==> src/rtl/rice_bus_arbiter.sv <==
// rice_bus_arbiter: two-master (instruction fetch m0, data m1) to one shared
// bus arbiter. Requests are passed through combinationally and responses are
// routed back in acceptance order using a small ID FIFO.
// Optional feature macro: RICE_BUS_ARBITER_ROUND_ROBIN_EN
//   defined   -> round-robin on contention (pointer moves on each handshake)
//   undefined -> fixed priority, data master (m1) always wins contention
module rice_bus_arbiter #(
  parameter int ADDRESS_WIDTH   = 32,
  parameter int DATA_WIDTH      = 32,
  parameter int MAX_OUTSTANDING = 2,
  localparam int STRB_W = DATA_WIDTH / 8,
  localparam int REQ_W  = ADDRESS_WIDTH + 1 + DATA_WIDTH + STRB_W,
  localparam int RSP_W  = DATA_WIDTH + 1
) (
  input  logic             i_clk,
  input  logic             i_rst,
  input  logic             i_m0_request_valid,
  output logic             o_m0_request_ready,
  input  logic [REQ_W-1:0] i_m0_request,
  output logic             o_m0_response_valid,
  output logic [RSP_W-1:0] o_m0_response,
  input  logic             i_m1_request_valid,
  output logic             o_m1_request_ready,
  input  logic [REQ_W-1:0] i_m1_request,
  output logic             o_m1_response_valid,
  output logic [RSP_W-1:0] o_m1_response,
  output logic             o_request_valid,
  input  logic             i_request_ready,
  output logic [REQ_W-1:0] o_request,
  input  logic             i_response_valid,
  input  logic [RSP_W-1:0] i_response
);

  localparam int PTR_W = (MAX_OUTSTANDING > 1) ? $clog2(MAX_OUTSTANDING) : 1;
  localparam int CNT_W = $clog2(MAX_OUTSTANDING + 1);
  localparam logic [PTR_W-1:0] LAST_PTR = PTR_W'(MAX_OUTSTANDING - 1);
  localparam logic [CNT_W-1:0] FULL_CNT = CNT_W'(MAX_OUTSTANDING);

  // routing FIFO: one master-ID bit per outstanding request
  logic [MAX_OUTSTANDING-1:0] route_id;
  logic [PTR_W-1:0]           wr_ptr;
  logic [PTR_W-1:0]           rd_ptr;
  logic [CNT_W-1:0]           count;

  logic lock_valid;
  logic lock_id;
  logic sel;
  logic sel_valid;
  logic fifo_full;
  logic handshake;
  logic pop;
  logic head_id;

`ifdef RICE_BUS_ARBITER_ROUND_ROBIN_EN
  logic prefer;

  // priority pointer: the master not granted most recently wins next contention
  always_ff @(posedge i_clk) begin
    if (i_rst) begin
      prefer <= 1'b1;
    end else if (handshake) begin
      prefer <= ~sel;
    end
  end
`endif

  // master selection: a pending (locked) request keeps its grant until handshake
  always_comb begin
    sel = 1'b0;
    if (lock_valid) begin
      sel = lock_id;
    end else if (i_m0_request_valid && i_m1_request_valid) begin
`ifdef RICE_BUS_ARBITER_ROUND_ROBIN_EN
      sel = prefer;
`else
      sel = 1'b1;
`endif
    end else if (i_m1_request_valid) begin
      sel = 1'b1;
    end
  end

  // request path: combinational pass-through, blocked while routing FIFO is full
  always_comb begin
    fifo_full          = (count == FULL_CNT);
    sel_valid          = sel ? i_m1_request_valid : i_m0_request_valid;
    o_request_valid    = sel_valid && !fifo_full && !i_rst;
    o_request          = o_request_valid ? (sel ? i_m1_request : i_m0_request) : '0;
    handshake          = o_request_valid && i_request_ready;
    o_m0_request_ready = i_request_ready && !sel && !fifo_full && !i_rst;
    o_m1_request_ready = i_request_ready &&  sel && !fifo_full && !i_rst;
  end

  // response path: route to the master at the FIFO head; drop if nothing is outstanding
  always_comb begin
    head_id             = route_id[rd_ptr];
    pop                 = i_response_valid && (count != '0) && !i_rst;
    o_m0_response_valid = pop && !head_id;
    o_m1_response_valid = pop &&  head_id;
    o_m0_response       = o_m0_response_valid ? i_response : '0;
    o_m1_response       = o_m1_response_valid ? i_response : '0;
  end

  // grant lock: set when a request is offered but not taken, cleared on handshake
  always_ff @(posedge i_clk) begin
    if (i_rst) begin
      lock_valid <= 1'b0;
      lock_id    <= 1'b0;
    end else if (handshake) begin
      lock_valid <= 1'b0;
    end else if (o_request_valid) begin
      lock_valid <= 1'b1;
      lock_id    <= sel;
    end
  end

  // routing FIFO pointers and occupancy; simultaneous push/pop keeps occupancy
  always_ff @(posedge i_clk) begin
    if (i_rst) begin
      wr_ptr <= '0;
      rd_ptr <= '0;
      count  <= '0;
    end else begin
      if (handshake) begin
        wr_ptr <= (wr_ptr == LAST_PTR) ? '0 : wr_ptr + 1'b1;
      end
      if (pop) begin
        rd_ptr <= (rd_ptr == LAST_PTR) ? '0 : rd_ptr + 1'b1;
      end
      if (handshake && !pop) begin
        count <= count + 1'b1;
      end else if (pop && !handshake) begin
        count <= count - 1'b1;
      end
    end
  end

  // routing FIFO storage; contents are don't-care outside the valid window
  always_ff @(posedge i_clk) begin
    if (handshake) begin
      route_id[wr_ptr] <= sel;
    end
  end

endmodule
==> config.mk <==
export PLATFORM = sky130hd
export DESIGN_NAME = rice_bus_arbiter
export DESIGN_NICKNAME = d
export VERILOG_FILES = /design/src/rtl/rice_bus_arbiter.sv
export SDC_FILE = /design/constraint.sdc
export NUM_CORES = 1
export LEC_CHECK = 0
export CAP_MARGIN = 20
export CORE_AREA = 2 2 124 126
export CTS_CLUSTER_DIAMETER = 200
export DETAILED_ROUTE_END_ITERATION = 10
export DIE_AREA = 0 0 126 128
export SETUP_SLACK_MARGIN = 0.1
export SLEW_MARGIN = 20
export SYNTH_ARGS = -nofsm -noshare
export SYNTH_HDL_FRONTEND = slang
export SYNTH_SLANG_ARGS = --single-unit
==> constraint.sdc <==
create_clock -name i_clk -period 3.3 [get_ports i_clk]
set_input_delay 0.99 -clock i_clk [delete_from_list [all_inputs] [get_ports i_clk]]
set_output_delay 0.99 -clock i_clk [all_outputs]
set_load 0.01 [all_outputs]
Figure 1. Signal wires by layer (run 1).
Two of the layers only.
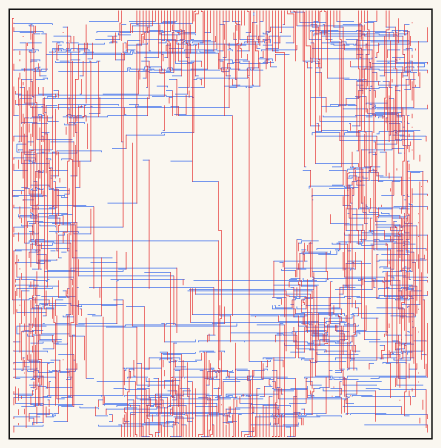
metal 2 -> red  # wire length 8280 µm
metal 1 -> blue  # wire length 6000 µm
gr usage total: 17.3%
final WL: 15600 µm
WL/cell: 17.3 µm
via count: 3929

Figure 2. Routing congestion map (run 1).
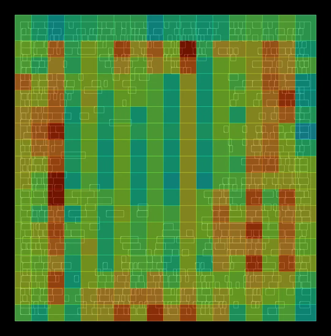
met1 GRT Util: 19.7%
met2 usage: 33.5%

==> results.toml, run 1 <==
# flow metrics
[pwr]
p_per_area_nw_per_um2 = 248
power_switching_uw = 616
power.internal_uw = 924

[floorplanning]
tap_cells = 188
fp_util_pct = 13.2
row_count = 45

[layout]
stdcell_count = 901
drive_gt1_share_pct = 43.8
layout_top_cells = "clkdlybuf4s50_1 (172), buf_2 (95), nand2_1 (92), and3_1 (60), a21oi_2 (48)"
buffers_excl_clock = 387
seq_share_pct = 2.90
layout_top_cell = "clkdlybuf4s50_1"
clockBufferCount = 4
clk_share_pct = 1.27

[drt]
via_per_inst = 4.36

[synth]
ys_top_logic_family = "simple AND/OR/NAND/NOR gates"
synth-seq-cells = 8
ys_area_um2 = 1960
synth_area_per_cell_um2 = 5.50
yosysMostFrequentCell = "nand2_1"
ys_sh_simple_pct = 52.5
top_area_share_pct = 26.4
synthAoiAreaFrac_pct = 21.9

[flow_run]
warnings = 28

[worst_setup_path]
worst_path_max_delay_cell = "mux2i_4"
crit_fanout = 7
reg2reg_to = "count[1]"
reg2reg_depth = 10
worstSetupPathType = "in -> out"
crit_top_cell = "buf_6"
reg2reg_from = "count[0]"

[clocking]
cts_resized = 553
path_clk_slew_ns = 0.04
cts.path.max_buffers = 2
cts_made_buffers = 3

[timing]
hold_slack_ns = 0.488
maxSlewHeadroom_pct = 63.6
rsz0062_at_grt = "true"
post-route-min-period_ns = 3.25
hold_viol_final = 0
fin_crit_sh_pct = 98.4
fmax_ghz = 0.308
drv_slew = 0

[place]
post-place-ws_ns = -0.940

[global_routing]
grt_antenna_before_repair = 0
first_global_vias = 3879

[hold_path]
whs_path_depth = 1
hp-start = "wr_ptr"

[outcome]
status = "completed"
Figure 3. Supply network (run 1).
The bar under the picture is 50 µm long. Pins as bars on the die edge. Tap cells in grey.
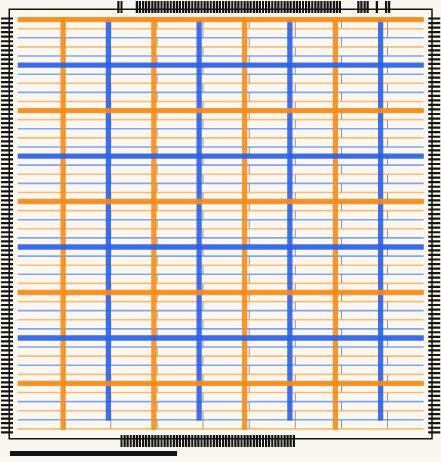
VDD -> blue
VSS -> orange
signal pins = 317
met1 rails = 46
rows = 45
met4 straps = 8
tap cells = 188
Die Wd: 126 µm
die height: 128 µm
core area: 14900 µm²
IR drop worst, VDD: 0.000215 V

==> run 1: power groups by stage <==
| stage | Combinational (µW) | Clock, µW | Sequential [µW] |
|---|---|---|---|
| floorplan | 371 | 0 | 128 |
| global placement | 944 | 0 | 130 |
| detailed placement | 940 | 0 | 130 |
| CTS | 1060 | 218 | 131 |
| global route | 1280 | 226 | 132 |
| finish | 1190 | 216 | 131 |
==> run 1: sequential cells by signal, summed over array words and instances, names as in the netlist <==
register    count
count           2
route_id        2
lock_id         1
lock_valid      1
rd_ptr          1
wr_ptr          1
==> run 1: layer usage <==
metal | wire length (µm) | vias to the layer above | track usage [%]
met5 | 0 | - | 0
met1 | 6000 | 1797 | 19.7
met3 | 1050 | 10 | 3.21
met2 | 8280 | 203 | 33.5
met4 | 294 | 0 | 3.43
li1 | - | 1919 | -
==> inputs of run 2 (changes only) <==
--- a/config.mk
+++ b/config.mk
@@ -7,7 +7,6 @@
 export LEC_CHECK = 0
 export CAP_MARGIN = 20
 export CORE_AREA = 2 2 124 126
-export CTS_CLUSTER_DIAMETER = 200
 export DETAILED_ROUTE_END_ITERATION = 10
 export DIE_AREA = 0 0 126 128
 export SETUP_SLACK_MARGIN = 0.1
Figure 4. Close-up of the layout (run 2).
Region (82, 20) to (107, 45) µm. Cells in grey, sequential cells in the stronger grey; small squares are vias.
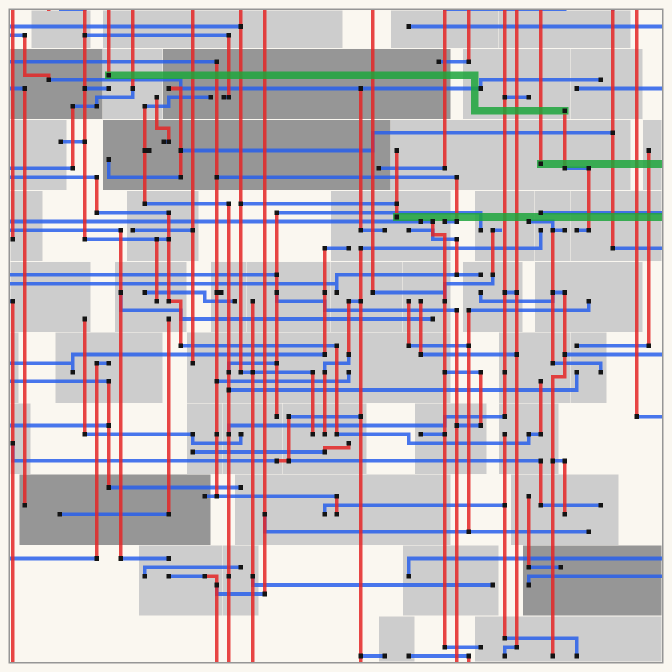
metal 3 -> green
metal 2 -> red
metal 1 -> blue
sequential cells in the window = 4
cells with their middle in the window = 41
most frequent = buf_4 (5), nor2_1 (3), buf_6 (3)
netlist names of flops here include = `route_id` (2)

Figure 5. Routing congestion map (run 2).
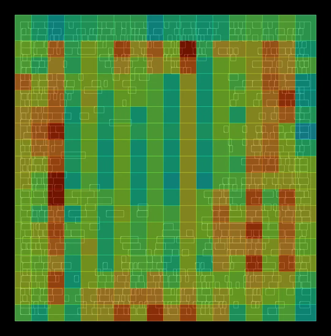
GR Util met3: 3.21%
layer with the highest usage: met2
final core utilization: 41.8%

==> run 2 against run 1 <==
Compared with the run above: first-iteration DRC count stayed put; clock power about the same; critical path depth unchanged; count of clock-buffer cells in the layout unchanged; sequential share of layout area is the same; clock skew stayed put; die area unchanged; total power stayed put; combinational power hardly changed; via count unchanged; flip-flop count is the same; critical path type unchanged; largest cell class unchanged; highest routed layer unchanged.
==> results.toml, run 2 <==
# flow metrics
[worst_setup_path]
worstSetupPathType = "in -> out"
reg2reg_from = "count[0]"

[outcome]
status = "completed"

[global_routing]
met2_usage_pct = 33.5
grt_antenna_before_repair = 0
first_global_vias = 3879

[hold_path]
hp-start = "wr_ptr"

[clocking]
cts_made_buffers = 3
cts.path.max_buffers = 2
path_clk_slew_ns = 0.04

[drt]
via_per_inst = 4.36
avgRoutedWirePerCell_um = 17.3
wl_met2_um = 8280
vias = 3929
top_layer = "met4"
route.met3.wl_um = 1050
drt_wl_total_um = 15600

[timing]
hold_viol_final = 0
drv_slew = 0
hold_slack_ns = 0.488
post-route-min-period_ns = 3.25
rsz0062_at_grt = "true"

[layout]
layout_top_cells = "clkdlybuf4s50_1 (172), buf_2 (95), nand2_1 (92), and3_1 (60), a21oi_2 (48)"
drive_gt1_share_pct = 43.8
layout_top_cell = "clkdlybuf4s50_1"

[floorplanning]
fp_util_pct = 13.2
floorplan.core_area_um2 = 14900
die_y_um = 128

[synth]
top_area_share_pct = 26.4
synth_area_per_cell_um2 = 5.50

[pwr]
power.internal_uw = 924
p_per_area_nw_per_um2 = 248
vdd_drop_max_v = 0.000215
pg_comb_uw = 1190

[place]
post-place-ws_ns = -0.940
run 2: cell counts in the layout (fill, tap and decap cells not counted):
Identical to the previous run, type by type.
run 2: cells by family after synthesis:
group,share of synthesized area (%)
buffers and inverters,11.0
DFF,9.18
adders and majority gates,0.637
xor gates and xnor gates,1.34
and+or+nand+nor,52.5
AOI/OAI and AO/OA,21.9
muxes,3.38
run 2: layout make-up:
cell class | instances | area share [%]
Timing Repair Buffer | 387 | 58.8
Multi-Input combinational cell | 310 | 33.0
Inverter | 4 | 0.282
Sequential cell | 8 | 2.90
Tap cell | 188 | 3.79
Clock buffer | 4 | 1.27
run 2: timing repair:
item                                    CTS  global route
resized                                 553           138
endpoints found under the setup margin  140           124
pin swaps                                 3            25
gates cloned                             12             3
endpoints found under the hold margin     0             0
setup buffers                            20             8
Figure 6. Drive-strength map (run 2).
The bar under the picture is 50 µm long.
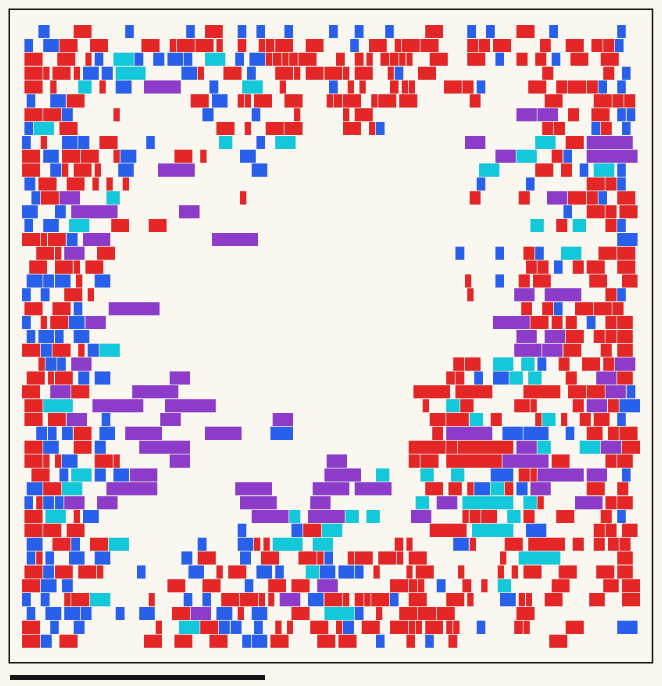

==> inputs of run 3 (changes only) <==
==> constraint.sdc (replaced) <==
create_clock -name i_clk -period 3.3 [get_ports i_clk]
set_input_delay 0.99 -clock i_clk [delete_from_list [all_inputs] [get_ports i_clk]]
set_output_delay 0.99 -clock i_clk [all_outputs]
set_load 0.005 [all_outputs]
Figure 7. Drive-strength map (run 3).
The bar under the picture is 50 µm long.
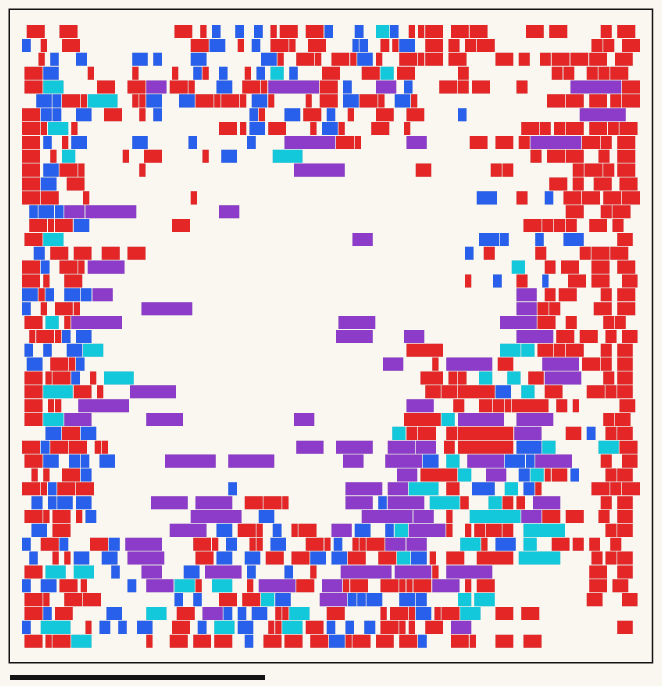
_0 and _1 cells -> red  # cells 443, share 60%, most used clkdlybuf4s50_1
_6 and larger -> purple  # cells 79, share 11%, most used buf_6
_3 and _4 cells -> cyan  # cells 52, share 7.1%, most used buf_4
_2 cells -> blue  # cells 160, share 22%, most used buf_2
fin worst setup slack: -0.118 ns
bufs w/o clock: 409
area grow syn2layout: 247%
Design Area, Final: 6800 µm²

==> run 3 against run 2 <==
Compared with the run above: the run now ends with setup timing left; critical path depth grew 1; non-clock buffer count grew 22; via count grew 2.7%; total power grew 9.3%; core utilization grew 4.0 points; sequential share of layout area shrank 0.25 points; register-to-register slack is essentially flat; largest cell class unchanged.
==> results.toml, run 3 <==
# flow metrics
[timing]
setup_slack_ns = -0.118
rsz0062_at_grt = "true"
fin_crit_sh_pct = 104
setup_viol = 43
maxSlewHeadroom_pct = 64.9
drv_slew = 0
fmax_ghz = 0.293

[pwr]
pg_comb_uw = 1340
power_switching_uw = 631
p_per_area_nw_per_um2 = 248

[floorplanning]
fp_util_pct = 13.2
row_count = 45
die-width_um = 126

[drt]
drt_wl_total_um = 16600
wl_met2_um = 8920
vias = 4036
via_per_inst = 4.38
top_layer = "met4"

[layout]
stdcell_count = 922
largestClassByArea = "non-clock buffers"
sh_comb_area_pct = 30.3
final-nonclk-buf-share_pct = 62.1
layout_top_cells = "clkdlybuf4s50_1 (172), nand2_1 (108), buf_2 (70), and3_1 (65), a21oi_2 (60)"
final_util_pct = 45.8

[worst_setup_path]
crit_fanout = 5
worst_path_max_delay_cell = "a2111o_2"
reg2reg_from = "count[0]"

[clocking]
cts.path.max_buffers = 2
post-cts-setup-buffers = 39
path_clk_slew_ns = 0.04
cts_made_buffers = 3
cts_resized = 539

[global_routing]
met2_usage_pct = 36.1
grt_antenna_before_repair = 0
first_global_vias = 4069
grt_use_met1_pct = 21.1
met3_usage_pct = 3.80
track_usage_pct = 18.8

[synth]
ys_area_um2 = 1960
top_area_share_pct = 26.4

[outcome]
violations = "setup timing"
status = "finished with violations"

[place]
post-place-ws_ns = -0.866

[flow_run]
warnings = 28
Figure 8. Close-up of the layout (run 3).
Region (82, 20) to (107, 45) µm. Cells in grey, sequential cells in the stronger grey; small squares are vias.
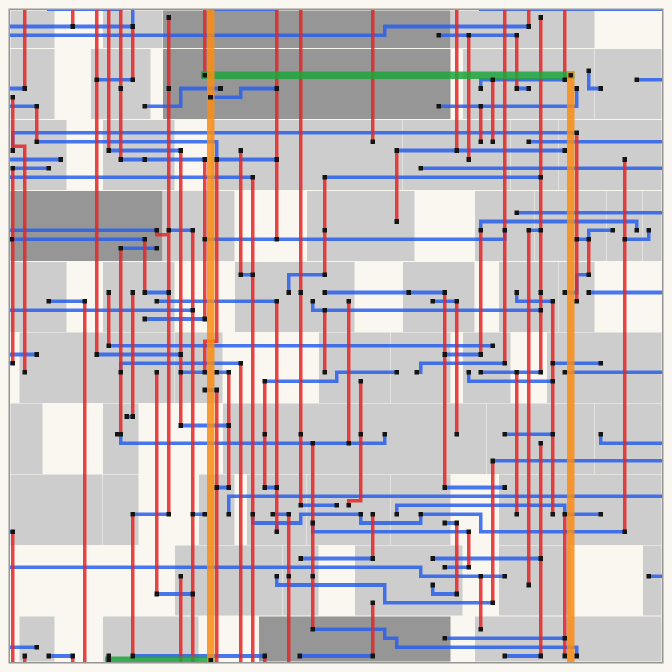
metal 4 -> orange
metal 1 -> blue
metal 3 -> green
metal 2 -> red
most frequent = buf_4 (7), nand2_1 (3)
netlist names of flops here include = `route_id` (2)
cells with their middle in the window = 48
sequential cells in the window = 4

-- run 3: netlist changes by cell type in the layout (fill, tap and decap cells not counted), moves of 12 or more --
cell | before | now
a21oi_2 | 48 | 60
a21oi_1 | 18 | 3
nand2_2 | 31 | 13
buf_2 | 95 | 70
buf_6 | 37 | 25
clkdlybuf4s15_1 | 8 | 35
nand2_1 | 92 | 108
dlygate4sd2_1 | 14 | 26
-- run 3: logic make-up (layout without fill, tap and decap cells) --
group	after synthesis	after routing	share of synthesized area (%)
AND/OR/NAND/NOR	223	223	52.5
AND-OR/OR-AND	76	76	21.9
buffers and inverters	40	417	11.0
flip-flops	8	8	9.18
multiplexers	6	6	3.38
XOR/XNOR	3	3	1.34
adder cells (fa/ha/maj)	1	1	0.637
Power is estimated from default activity; no workload was simulated.
